$ cat src/rtl/bullet_pkg.sv
// Shared definitions for the bullet pool: sprite size, direction type and
// the 6x6 bullet sprite with a bounds-checked lookup.
package bullet_pkg;

    localparam int SPR    = 6;                // sprite edge in pixels (square)
    localparam int SPR_IW = $clog2(SPR);      // bits needed to index a row/column

    typedef enum logic {
        DIR_UP = 1'b0,                        // y decreasing
        DIR_DN = 1'b1                         // y increasing
    } dir_t;

    // Row 0 is the top of the sprite; within a row the leftmost bit is column 0.
    localparam logic [0:SPR-1][SPR-1:0] SPR_PAT = {
        6'b001100,
        6'b011110,
        6'b111111,
        6'b111111,
        6'b011110,
        6'b001100
    };

    // Sprite pixel at row dy, column dx; anything outside the sprite is dark.
    function automatic logic spr_bit(input logic [SPR_IW-1:0] dy,
                                     input logic [SPR_IW-1:0] dx);
        if (dy >= SPR_IW'(SPR) || dx >= SPR_IW'(SPR)) return 1'b0;
        return SPR_PAT[dy][SPR_IW'(SPR - 1) - dx];
    endfunction

endpackage

$ cat src/rtl/bullet_pool_if.sv
// Control-side handshake of the bullet pool: fire requests with their
// accept/reject pulses, and the kill request from collision logic.
//   master : player/enemy/collision control
//   slave  : bullet_pool
interface bullet_pool_if
    import bullet_pkg::*;
#(
    parameter int N_BULLETS = 4,
    parameter int XW        = 10,
    parameter int YW        = 10
) ();

    localparam int IW = (N_BULLETS > 1) ? $clog2(N_BULLETS) : 1;

    logic          fire;        // fire request, sampled every cycle
    logic [XW-1:0] fire_x;      // top-left x of the new bullet
    logic [YW-1:0] fire_y;      // top-left y of the new bullet
    dir_t          fire_dir;    // travel direction of the new bullet
    logic          fire_ack;    // pulse: request accepted
    logic          fire_drop;   // pulse: request rejected, pool full
    logic          kill;        // retire slot kill_idx
    logic [IW-1:0] kill_idx;

    modport master (
        output fire, fire_x, fire_y, fire_dir, kill, kill_idx,
        input  fire_ack, fire_drop
    );

    modport slave (
        input  fire, fire_x, fire_y, fire_dir, kill, kill_idx,
        output fire_ack, fire_drop
    );

endinterface

$ cat src/rtl/bullet_sprite_rom.sv
// Combinational sprite lookup for one bullet slot.
//   en  : slot is live; when low the output is dark
//   dy  : beam y minus bullet y (unsigned, so a beam above the bullet is huge)
//   dx  : beam x minus bullet x (unsigned, same trick)
//   lit : sprite pixel is on
module bullet_sprite_rom
    import bullet_pkg::*;
#(
    parameter int XW = 10,
    parameter int YW = 10
) (
    input  logic          en,
    input  logic [YW-1:0] dy,
    input  logic [XW-1:0] dx,
    output logic          lit
);

    // The range test on the full-width offsets must come first: the low bits
    // alone would alias offsets such as 64 back onto the sprite.
    assign lit = en && (dy < YW'(SPR)) && (dx < XW'(SPR))
                 && spr_bit(dy[SPR_IW-1:0], dx[SPR_IW-1:0]);

endmodule

$ cat src/rtl/bullet_pool.sv
// Pool of N_BULLETS bullet slots: accepts fire requests into the lowest free
// slot, moves live bullets once per frame, retires them off-screen or on kill,
// and renders the per-pixel bullet layer with one cycle of latency.
//   clk, rst_n  : clock, asynchronous active-low reset
//   frame_tick  : one-cycle pulse per frame, triggers movement
//   ctl         : fire/kill handshake (slave side)
//   pix_x/pix_y : current beam position
//   pix_on      : registered "bullet pixel lit" for the previous beam position
//   pix_id      : lowest slot owning that pixel, 0 when nothing is lit
//   active      : live-slot mask
module bullet_pool
    import bullet_pkg::*;
#(
    parameter int N_BULLETS = 4,
    parameter int XW        = 10,
    parameter int YW        = 10,
    parameter int V_RES     = 480,
    parameter int SPEED     = 4,
    localparam int IW       = (N_BULLETS > 1) ? $clog2(N_BULLETS) : 1
) (
    input  logic                 clk,
    input  logic                 rst_n,
    input  logic                 frame_tick,
    bullet_pool_if.slave         ctl,
    input  logic [XW-1:0]        pix_x,
    input  logic [YW-1:0]        pix_y,
    output logic                 pix_on,
    output logic [IW-1:0]        pix_id,
    output logic [N_BULLETS-1:0] active
);

    // Movement limits widened by one bit so y + SPEED cannot wrap.
    localparam logic [YW:0] SPEED_EXT = (YW+1)'(SPEED);
    localparam logic [YW:0] Y_LIMIT   = (YW+1)'(V_RES - SPR);

    logic [XW-1:0]        x_q   [N_BULLETS];
    logic [XW-1:0]        x_d   [N_BULLETS];
    logic [YW-1:0]        y_q   [N_BULLETS];
    logic [YW-1:0]        y_d   [N_BULLETS];
    dir_t                 dir_q [N_BULLETS];
    dir_t                 dir_d [N_BULLETS];
    logic [N_BULLETS-1:0] act_q, act_d;

    logic                 free_found;
    logic [IW-1:0]        free_idx;
    logic                 ack_q, drop_q;

    logic [N_BULLETS-1:0] lit;
    logic                 pix_on_d, pix_on_q;
    logic [IW-1:0]        pix_id_d, pix_id_q;

    // Lowest free slot, taken from the registered mask only: a slot freed
    // this cycle is not offered until the next one.
    always_comb begin
        free_found = 1'b0;
        free_idx   = '0;
        for (int i = 0; i < N_BULLETS; i++) begin
            if (!act_q[i] && !free_found) begin
                free_found = 1'b1;
                free_idx   = IW'(i);
            end
        end
    end

    // Per-slot next state. Priority: load (slot is free, so kill cannot
    // apply), then kill, then movement.
    always_comb begin
        // NOTE: every variable of this block is given its hold value first, so no path can infer a latch.
        act_d = act_q;
        for (int i = 0; i < N_BULLETS; i++) begin
            x_d[i]   = x_q[i];
            y_d[i]   = y_q[i];
            dir_d[i] = dir_q[i];

            if (ctl.fire && free_found && free_idx == IW'(i)) begin
                x_d[i]   = ctl.fire_x;
                y_d[i]   = ctl.fire_y;
                dir_d[i] = ctl.fire_dir;
                act_d[i] = 1'b1;
            end else if (ctl.kill && ctl.kill_idx == IW'(i) && act_q[i]) begin
                act_d[i] = 1'b0;
            end else if (frame_tick && act_q[i]) begin
                if (dir_q[i] == DIR_UP) begin
                    if ({1'b0, y_q[i]} < SPEED_EXT) act_d[i] = 1'b0;
                    else                            y_d[i]   = y_q[i] - SPEED_EXT[YW-1:0];
                end else begin
                    if ({1'b0, y_q[i]} + SPEED_EXT > Y_LIMIT) act_d[i] = 1'b0;
                    else                                      y_d[i]   = y_q[i] + SPEED_EXT[YW-1:0];
                end
            end
        end
    end

    // Rendering: offsets are plain unsigned differences, so a beam left of
    // or above the bullet wraps to a large value and falls outside the box.
    for (genvar g = 0; g < N_BULLETS; g++) begin : g_slot
        logic [XW-1:0] dx;
        logic [YW-1:0] dy;
        assign dx = pix_x - x_q[g];
        assign dy = pix_y - y_q[g];

        bullet_sprite_rom #(.XW(XW), .YW(YW)) u_rom (
            .en  (act_q[g]),
            .dy  (dy),
            .dx  (dx),
            .lit (lit[g])
        );
    end

    always_comb begin
        pix_on_d = |lit;
        pix_id_d = '0;
        for (int i = N_BULLETS - 1; i >= 0; i--) begin
            if (lit[i]) pix_id_d = IW'(i);
        end
    end

    always_ff @(posedge clk or negedge rst_n) begin
        if (!rst_n) begin
            // NOTE: slot storage is a few flops rather than a RAM, so it is reset with the mask and a reset leaves no stale position behind.
            for (int i = 0; i < N_BULLETS; i++) begin
                x_q[i]   <= '0;
                y_q[i]   <= '0;
                dir_q[i] <= DIR_UP;
            end
            act_q    <= '0;
            ack_q    <= 1'b0;
            drop_q   <= 1'b0;
            pix_on_q <= 1'b0;
            pix_id_q <= '0;
        end else begin
            // NOTE: state is updated with non-blocking assignments so every register samples pre-edge values.
            for (int i = 0; i < N_BULLETS; i++) begin
                x_q[i]   <= x_d[i];
                y_q[i]   <= y_d[i];
                dir_q[i] <= dir_d[i];
            end
            act_q    <= act_d;
            ack_q    <= ctl.fire && free_found;
            drop_q   <= ctl.fire && !free_found;
            pix_on_q <= pix_on_d;
            pix_id_q <= pix_id_d;
        end
    end

    assign ctl.fire_ack  = ack_q;
    assign ctl.fire_drop = drop_q;
    assign pix_on        = pix_on_q;
    assign pix_id        = pix_id_q;
    assign active        = act_q;

endmodule

$ cat src/flat_wrapper.sv
// flat-port wrapper written by rule: the top's interface ports become plain ports
module bullet_pool_flat import bullet_pkg::*;
#(
    parameter int N_BULLETS = 4,
    parameter int XW        = 10,
    parameter int YW        = 10,
    parameter int V_RES     = 480,
    parameter int SPEED     = 4,
    localparam int IW       = (N_BULLETS > 1) ? $clog2(N_BULLETS) : 1
)
  (clk, rst_n, frame_tick, pix_x, pix_y, pix_on, pix_id, active, ctl_fire, ctl_fire_x, ctl_fire_y, ctl_fire_dir, ctl_kill, ctl_kill_idx, ctl_fire_ack, ctl_fire_drop);
  bullet_pool_if #(.N_BULLETS(N_BULLETS), .XW(XW), .YW(YW)) ctl_i ();
  input  logic clk;
  input  logic rst_n;
  input  logic frame_tick;
  input  logic [XW-1:0] pix_x;
  input  logic [YW-1:0] pix_y;
  output logic pix_on;
  output logic [IW-1:0] pix_id;
  output logic [N_BULLETS-1:0] active;
  input wire logic [$bits(ctl_i.fire)-1:0] ctl_fire;
  input wire logic [$bits(ctl_i.fire_x)-1:0] ctl_fire_x;
  input wire logic [$bits(ctl_i.fire_y)-1:0] ctl_fire_y;
  input wire logic [$bits(ctl_i.fire_dir)-1:0] ctl_fire_dir;
  input wire logic [$bits(ctl_i.kill)-1:0] ctl_kill;
  input wire logic [$bits(ctl_i.kill_idx)-1:0] ctl_kill_idx;
  output wire logic [$bits(ctl_i.fire_ack)-1:0] ctl_fire_ack;
  output wire logic [$bits(ctl_i.fire_drop)-1:0] ctl_fire_drop;
  assign ctl_i.fire = ctl_fire;
  assign ctl_i.fire_x = ctl_fire_x;
  assign ctl_i.fire_y = ctl_fire_y;
  assign ctl_i.fire_dir = ctl_fire_dir;
  assign ctl_i.kill = ctl_kill;
  assign ctl_i.kill_idx = ctl_kill_idx;
  assign ctl_fire_ack = ctl_i.fire_ack;
  assign ctl_fire_drop = ctl_i.fire_drop;
  bullet_pool #(.N_BULLETS(N_BULLETS), .XW(XW), .YW(YW), .V_RES(V_RES), .SPEED(SPEED)) u_core (.clk(clk), .rst_n(rst_n), .frame_tick(frame_tick), .ctl(ctl_i), .pix_x(pix_x), .pix_y(pix_y), .pix_on(pix_on), .pix_id(pix_id), .active(active));
endmodule
$ cat config.mk
export PLATFORM = sky130hd
export DESIGN_NAME = bullet_pool_flat
export DESIGN_NICKNAME = d
export VERILOG_FILES = /design/src/rtl/bullet_pkg.sv /design/src/rtl/bullet_pool_if.sv /design/src/rtl/bullet_sprite_rom.sv /design/src/rtl/bullet_pool.sv /design/src/flat_wrapper.sv
export SDC_FILE = /design/constraint.sdc
export NUM_CORES = 1
export LEC_CHECK = 0
export CAP_MARGIN = 10
export CORE_UTILIZATION = 24
export DETAILED_ROUTE_END_ITERATION = 8
export PLACE_DENSITY_LB_ADDON = 0.3
export SYNTH_ARGS = -nofsm -noshare
export SYNTH_HDL_FRONTEND = slang
export SYNTH_SLANG_ARGS = --single-unit
$ cat constraint.sdc
create_clock -name clk -period 5.2 [get_ports clk]
set_input_delay 0.52 -clock clk [delete_from_list [all_inputs] [get_ports clk]]
set_output_delay 0.52 -clock clk [all_outputs]
set_load 0.005 [all_outputs]
==> run_1/util_map.png <==
20 x 20 tiles, from white (low) to dark blue (high), 0 to 100% covered.
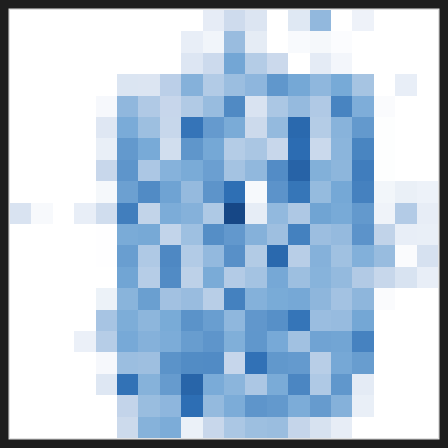
fullest tile	91%
tiles over 75% full	1.8%
mean over tiles	25%
FP Core Util: 0.245
Util after Layout: 0.281

==> run_1/m4.png <==
Bar = 50 um. Supply wires on this layer in gray. Cells faint in the background.
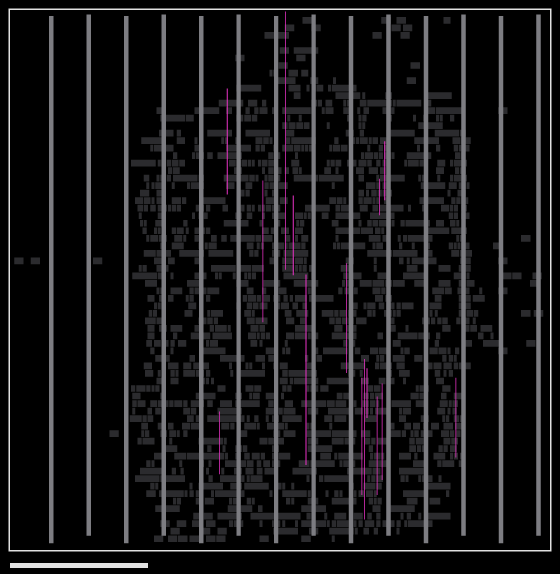
main direction	vertical
share of all routed wire	2.1%
wire length on this layer	592 um
DR vias: 8341
WL final: 28.3 mm

==> run_1/m1.png <==
Supply wires on this layer in gray.
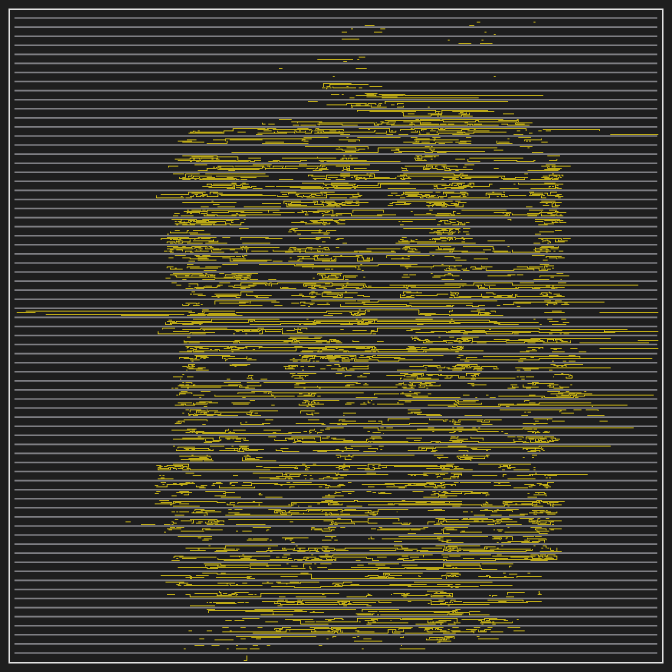
nets with wire on the layer	1219
longest straight run	53.8 um
main direction	horizontal
share of all routed wire	46%
wire length on this layer	13000 um
met1 Use GR: 0.190

==> run_1/congestion_map.png <==
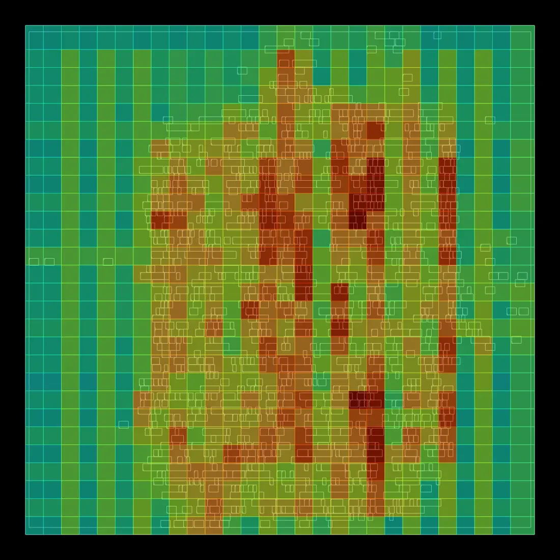
GRT met2 Usage: 0.265
Top Usage Layer GRT: met2
grt met3 use: 0.0164

==> reports/qor.yml, run 1 <==
synthesis:
  area_leaders: "dfrtp_1, ha_1, nand2_1"
  yosys_cells: 1123
  ys_area_mm2: 0.00899
  synth_flops: 93
  postSynthAreaPerCell_um2: 8.01
  ys_types: 76
  largest_area_cell: "dfrtp_1"
  edf_count: 0
  flop_cell: "dfrtp_1"
  floorplan.nets: 1267
  synthTopCellsByCount: "nand2_1, dfrtp_1, inv_1"
  top_area_frac: 0.259
  ys_warn_count: 0
critical_path:
  rrSetupSlack_ps: 1840
  end_kind: "register"
  r2r-end: "u_core.pix_id[1]"
  startpoint_type: "primary input"
  critPathKind: "primary input to register"
  worstPathRequired_ps: 5450
placement:
  numPortBuffers: 56
  dpl_worst_slack_ps: 927
  dp_hpwl_mm: 22.5
  gp_congestion: 0.874
clocking:
  clkSinkCount: 93
  htreeDepth: 3
  insertion_delay_ps: 370
  ctsHoldBuffers: 0
  postCtsSetupBuffers: 0
  cts-root-buf: "clkbuf_16"
  cts_tree: "built"
  clk_transition_reported_paths_ps: 70
  post_cts_resized: 0
cells_and_area:
  comb_share: 0.597
  logic_gates: 896
  biggestCellCategory: "multi-input combinational cells"
  signal_buffers: 63
  clock_area_frac: 0.0290
  buf_share: 0.0592
  area_growth_pct: 14.7
  seq_share: 0.226
  drive_above_1_share: 0.0493
  clkbuf_count: 9
die:
  core-area_mm2: 0.0367
  nWellTaps: 468
  die_y_um: 196
  ios: 57
  rows: 70
final_timing:
  max_freq_ghz: 0.259
  finalSetupViolCount: 0
  drv_slew: 0
  fin_crit_sh: 0.743
  tightest_slew_ps: 1180
  finalHoldViolCount: 0
detailed_routing:
  dr_wl_met2_mm: 13.9
  drtAntennaViolNets: 0
  route.detailed.drc: 0
  drtIter0Drc: 531
  via_per_inst: 5.13
  wl_met1_mm: 13.0
power_and_ir_drop:
  p_per_area_mw_per_mm2: 597
  peakVddDrop_v: 0.000202
outcome:
  outcome: "completed"
global_routing:
  overflow: 0
  antenna_found_initial: 0
  grtUsageTotal: 0.151
hold_path:
  hold_path.class: "primary input to asynchronous set/reset pin"
run 1: stage by stage:
step,power (uW),cells
floorplan,4470,1123
global placement,5440,1609
detailed placement,5470,1609
CTS,6190,1625
global route,6750,1625
finish,6160,1625
run 1: worst max-delay path, cell delays in order:
cell,delay (ps)
clkdlybuf4s50_1,740
fa_1,620
xor2_1,190
ha_1,200
a2111oi_0,400
o2111ai_1,170
a311oi_1,270
nand4b_1,130
a2111oi_0,380
nand4_1,270
and3_1,220
run 1: kinds of logic after synthesis:
family                   count (synthesis)  synth area share
flip-flops                              93             0.259
AND/OR/NAND/NOR                        383             0.207
XOR/XNOR                                75            0.0731
adder cells (fa/ha/maj)                 96             0.140
buffers and inverters                  134            0.0578
multiplexers                            25            0.0302
AND-OR/OR-AND                          317             0.233
run 1: worst max path at each step:
stage	slack, ps	end	from
6_report	1340	u_core.pix_id[1]	pix_x[1]
3_3_place_gp	950	u_core.pix_id[1]	pix_x[1]
5_1_grt	1100	u_core.pix_id[1]	pix_x[1]
2_1_floorplan	1810	u_core.pix_id[1]	pix_x[0]
4_1_cts	1310	u_core.pix_id[1]	pix_x[1]
3_5_place_dp	930	u_core.pix_id[1]	pix_x[1]
run 1: power breakdown:
part           total (uW)  internal [uW]  switching [uW]  leakage [uW]
sequential           1440           1050             393       0.00113
combinational        4020           1750            2270       0.00307
clock                 694            375             319      0.000146
total                6160           3180            2980       0.00434
run 1: state kept, by name, summed over array words and instances, names as in the netlist:
signal / count
u_core.ctl.fire_drop: 1
u_core.x_q: 40
u_core.active: 4
u_core.dir_q: 4
u_core.ctl.fire_ack: 1
u_core.y_q: 40
u_core.pix_id: 2
u_core.pix_on: 1
## Run 2: what changed since run 1
- clock period: 5.2 -> 3.19 ns (I/O delays scaled with it)
==> run_2/m4.png <==
Bar = 50 um. Supply wires on this layer in gray. Cells faint in the background.
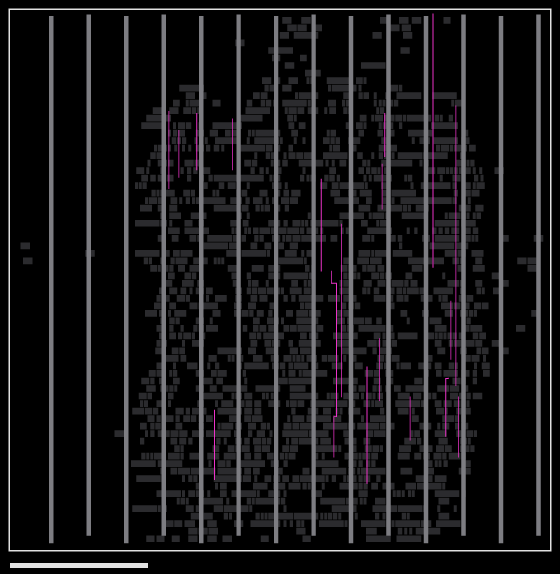
wire length on this layer	645 um
longest straight run	101 um
main direction	vertical
share of all routed wire	2.1%
WL final: 30.1 mm
DR vias: 8794

==> run_2/class_map.png <==
Bar = 50 um. Fill, decap, tap and diode cells in gray.
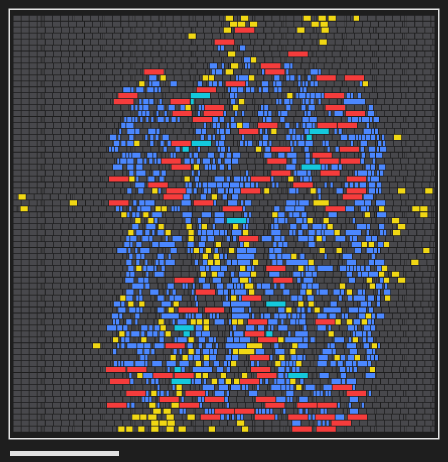
color	class	cells	share of their area
cyan	clock drivers and dummy loads	15	2.5%
red	registers	93	21%
yellow	remaining buffers and delay cells	200	15%
blue	remaining logic cells	985	61%
post-route cell area: 0.0115 mm2
Util after Layout: 0.314

==> reports/qor.yml, run 2 <==
outcome:
  outcome: "finished with violations"
  violations: "negative hold slack"
power_and_ir_drop:
  intPower_uw: 6060
  comb_power_share: 0.708
  pwr-share-seq: 0.199
  p_clk_frac: 0.094
  peakVddDrop_v: 0.000303
  p_per_area_mw_per_mm2: 978
  swShare: 0.463
  switchingPower_uw: 5220
cells_and_area:
  fin_cells: 1761
  area_growth_pct: 28.3
  reg.largest.list: "u_core.x_q: 40 flops, u_core.y_q: 40 flops"
  drive_above_1_share: 0.174
critical_path:
  worstPathRequired_ps: 3450
  cp_num_buf_inv: 2
  r2r-end: "u_core.pix_id[1]"
  crit_path_top_delay_cell: "or4_4"
  critical_path.cell_chain: "ha_2 -> inv_2 -> fa_2 -> buf_6 -> a21o_1 -> a211oi_2 -> o21bai_1 -> xor2_1 -> a221o_1 -> or4_1 -> or4_4 -> and3_4"
  startpoint_type: "register"
  cpLargestDelayFamily: "simple AND/OR/NAND/NOR gates"
  rrSetupSlack_ps: 40
  critPathLaunch: "u_core.y_q[20]"
placement:
  dpl_worst_slack_ps: -730
  placed_cells: 1734
  numPortBuffers: 56
  dp_hpwl_mm: 24.2
synthesis:
  ys_warn_count: 0
  flop_cell: "dfrtp_1"
  ys_types: 76
  floorplan.nets: 1267
  top_area_frac: 0.259
  yosys_cells: 1123
  postSynthAreaPerCell_um2: 8.01
  edf_count: 0
  area_leaders: "dfrtp_1, ha_1, nand2_1"
  synth_flops: 93
global_routing:
  grtUsageTotal: 0.160
  overflow: 0
  antenna_found_initial: 0
final_timing:
  timing.hold.ws_ps: -12.2
  finalSetupViolCount: 0
  fin_crit_sh: 0.987
  drv_slew: 0
  max_freq_ghz: 0.318
  finalHoldViolCount: 37
  tightest_slew_ps: 794
clocking:
  clock_path_buffers: 2
  clkSinkCount: 93
  clk_transition_reported_paths_ps: 70
  cts_tree: "built"
  insertion_delay_ps: 370
  ctsHoldBuffers: 0
detailed_routing:
  via_per_inst: 4.99
  drtIter0Drc: 605
  drtAntennaViolNets: 0
die:
  initial_utilization: 0.245
  core-area_mm2: 0.0367
  ios: 57
  rows: 70
job:
  cap_violations: 0
hold_path:
  hold_path.class: "primary input to asynchronous set/reset pin"
run 2: cell counts after synthesis:
No cell type changed its count.
run 2: logic make-up after synthesis:
kind of cell	Yosys count	share of synthesized area
simple gates	383	0.207
compound gates	317	0.233
buf+inv	134	0.0578
fa+ha+maj	96	0.140
flops	93	0.259
xor+xnor	75	0.0731
mux	25	0.0302
run 2: final cells by class:
| cell class | count | area (um2) | area share |
|---|---|---|---|
| multi-input cells | 896 | 6330 | 0.549 |
| flip-flops and latches | 93 | 2330 | 0.202 |
| repair buffers | 200 | 1680 | 0.146 |
| well taps | 468 | 586 | 0.0508 |
| inverters | 89 | 334 | 0.0290 |
| clock buffers | 9 | 225 | 0.0195 |
| clock inverters | 6 | 47.5 | 0.00412 |
run 2: what timing repair did:
| item | CTS | global route |
|---|---|---|
| cloned | 0 | 0 |
| buffers inserted | 9 | 3 |
| endpoints found under the setup margin | 3 | 3 |
| pin swaps | 21 | 27 |
| resized | 32 | 21 |
run 2: power by group through the flow:
stage                     clock [uW]  combinational (uW)  sequential, uW
after floorplan                    0                5280            2010
after global placement             0                7540            2250
after detailed placement           0                7620            2250
after CTS                       1080                7840            2240
after global routing            1130                8920            2320
final                           1060                7980            2240
run 2: routing by layer:
layer,vias up,track usage,part of all wire
li1,4390,-,-
met5,-,0,0
met3,41,0.0149,0.028
met1,4222,0.204,0.46
met2,141,0.283,0.49
met4,0,0.0499,0.021
run 2: how the worst max path moves through the flow:
stage | end | cells after the start
3_5_place_dp | u_core.pix_id[1] | 14
2_1_floorplan | u_core.pix_id[1] | 13
4_1_cts | u_core.pix_id[1] | 11
6_report | u_core.pix_id[1] | 12
3_3_place_gp | u_core.pix_id[1] | 14
5_1_grt | u_core.pix_id[1] | 12
Power and IR drop assume default switching activity.
